Cells by drive strength:
Scale bar: 20 um.
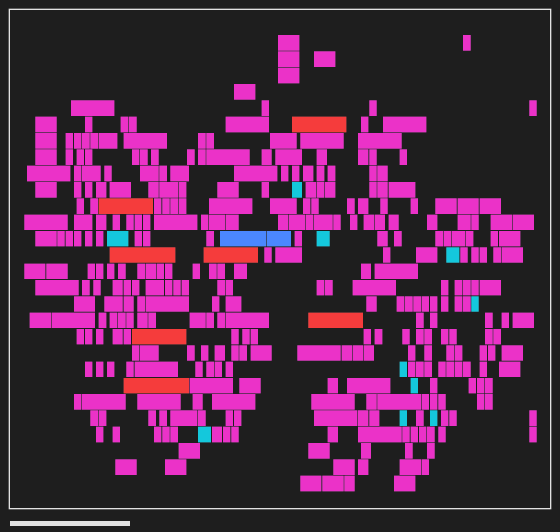
Metal 1:
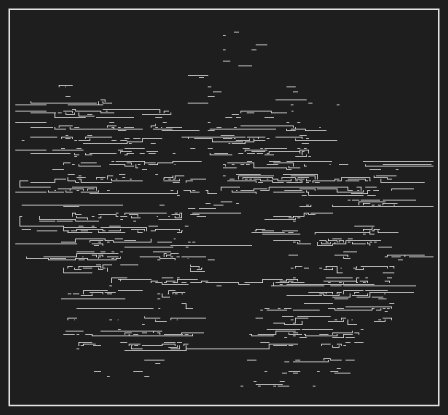
Design hazard_ctl_flat, sky130hd; sources not shown.
==> run_results.csv <==
group,metric,value,unit
outcome,status,"complete, no violations",
global_routing,grt_max_degree,29,
sta,rsz0062_at_grt,"false",
final_layout,nonClkBufAreaFrac,0.154,
synth,syn_area,0.00191,sq mm
sta,finalCritPeriodShare,0.690,
power,peakVddDrop,0.000272,V
global_routing,grt_pass1_wl,7.71,mm
placed_design,port_buffers,39,
worst_setup_path,cpMostUsedCell,"nand2_1",
synth,yosysSeqAreaShare,0.304,
sta,period_minus_slack,3.69,ns
sta,slew_viol_final,0,
power,seqPwrFrac,0.257,
global_routing,grt_overflow,0,
min_path,min_path_cells,2,
worst_setup_path,crit_fanout,3,
synth,numSynthFlops,29,
synth,mux_share,0,
clock_tree,post_cts_resized,0,
worst_setup_path,critPathCaptureType,"primary output",
final_layout,most-common-layout-cells,"97 x nand2_1, 54 x nor2_1, 49 x inv_1, 39 x clkdlybuf4s50_1, 29 x dfxtp_1",
placed_design,gp_congestion,0.785,
synth,ys_top_logic_family,"simple AND/OR/NAND/NOR gates",
synth,synthArstFlopShare,0,
flow_run,warning_count,30,
final_layout,seq_share,0.229,
synth,ys_types,26,
sta,fmax,271,MHz
power,maxPowerGroup,"combinational logic",
synth,simple_gate_share,0.374,
sta,relSlewSlack,0.426,
power,clock_power_share,0.288,
clock_tree,clkLatencyLatePin,0.28,ns
power,p_comb_frac,0.455,
final_layout,ff_count,29,
Back to the opening pictures, 'cells by drive strength':
blue -> _3 and _4 cells  # cells 2
cyan -> _2 cells  # cells 10, most used inv_2
magenta -> _0 and _1 cells  # cells 335, most used nand2_1
red -> _6 and larger  # cells 7, most used clkbuf_16
Layout area overhead: 32.7%
fin area: 0.00253 sq mm
count of plain and timing-repair buffers: 39
final worst slack: 1.66 ns

Back to the opening pictures, 'metal 1':
main direction = horizontal
wire length on this layer = 2100 um
share of all routed wire = 48%
nets with wire on the layer = 341
longest straight run = 21.2 um
final WL: 4.33 mm
met1 Track Usage GR: 0.151
vias post-DR: 1869

[worst reg2reg max path, cell delays in order (launching register included)]
cell and delay (ns):
dfxtp_1 0.35, inv_1 0.09, ha_1 0.21, inv_1 0.08, nand2_1 0.21, o21bai_1 0.19, inv_1 0.10, nand2_4 0.09
nand4_4 0.31, o21bai_1 0.27, nor2_1 0.05
[through the flow]
stage | std cells | hold slack, ns
2_1_floorplan | 319 | 0.393
3_3_place_gp | 436 | 0.397
3_5_place_dp | 436 | 0.412
4_1_cts | 444 | 0.424
5_1_grt | 444 | 0.452
6_report | 444 | 0.413
[per-layer routing]
metal | share of wire | track usage | vias to the layer above
met5 | 0 | 0 | -
met2 | 0.46 | 0.208 | 40
met4 | 0.016 | 0.0462 | 0
met1 | 0.48 | 0.151 | 799
li1 | - | - | 1020
met3 | 0.044 | 0.0309 | 10
Power and IR drop assume default switching activity.
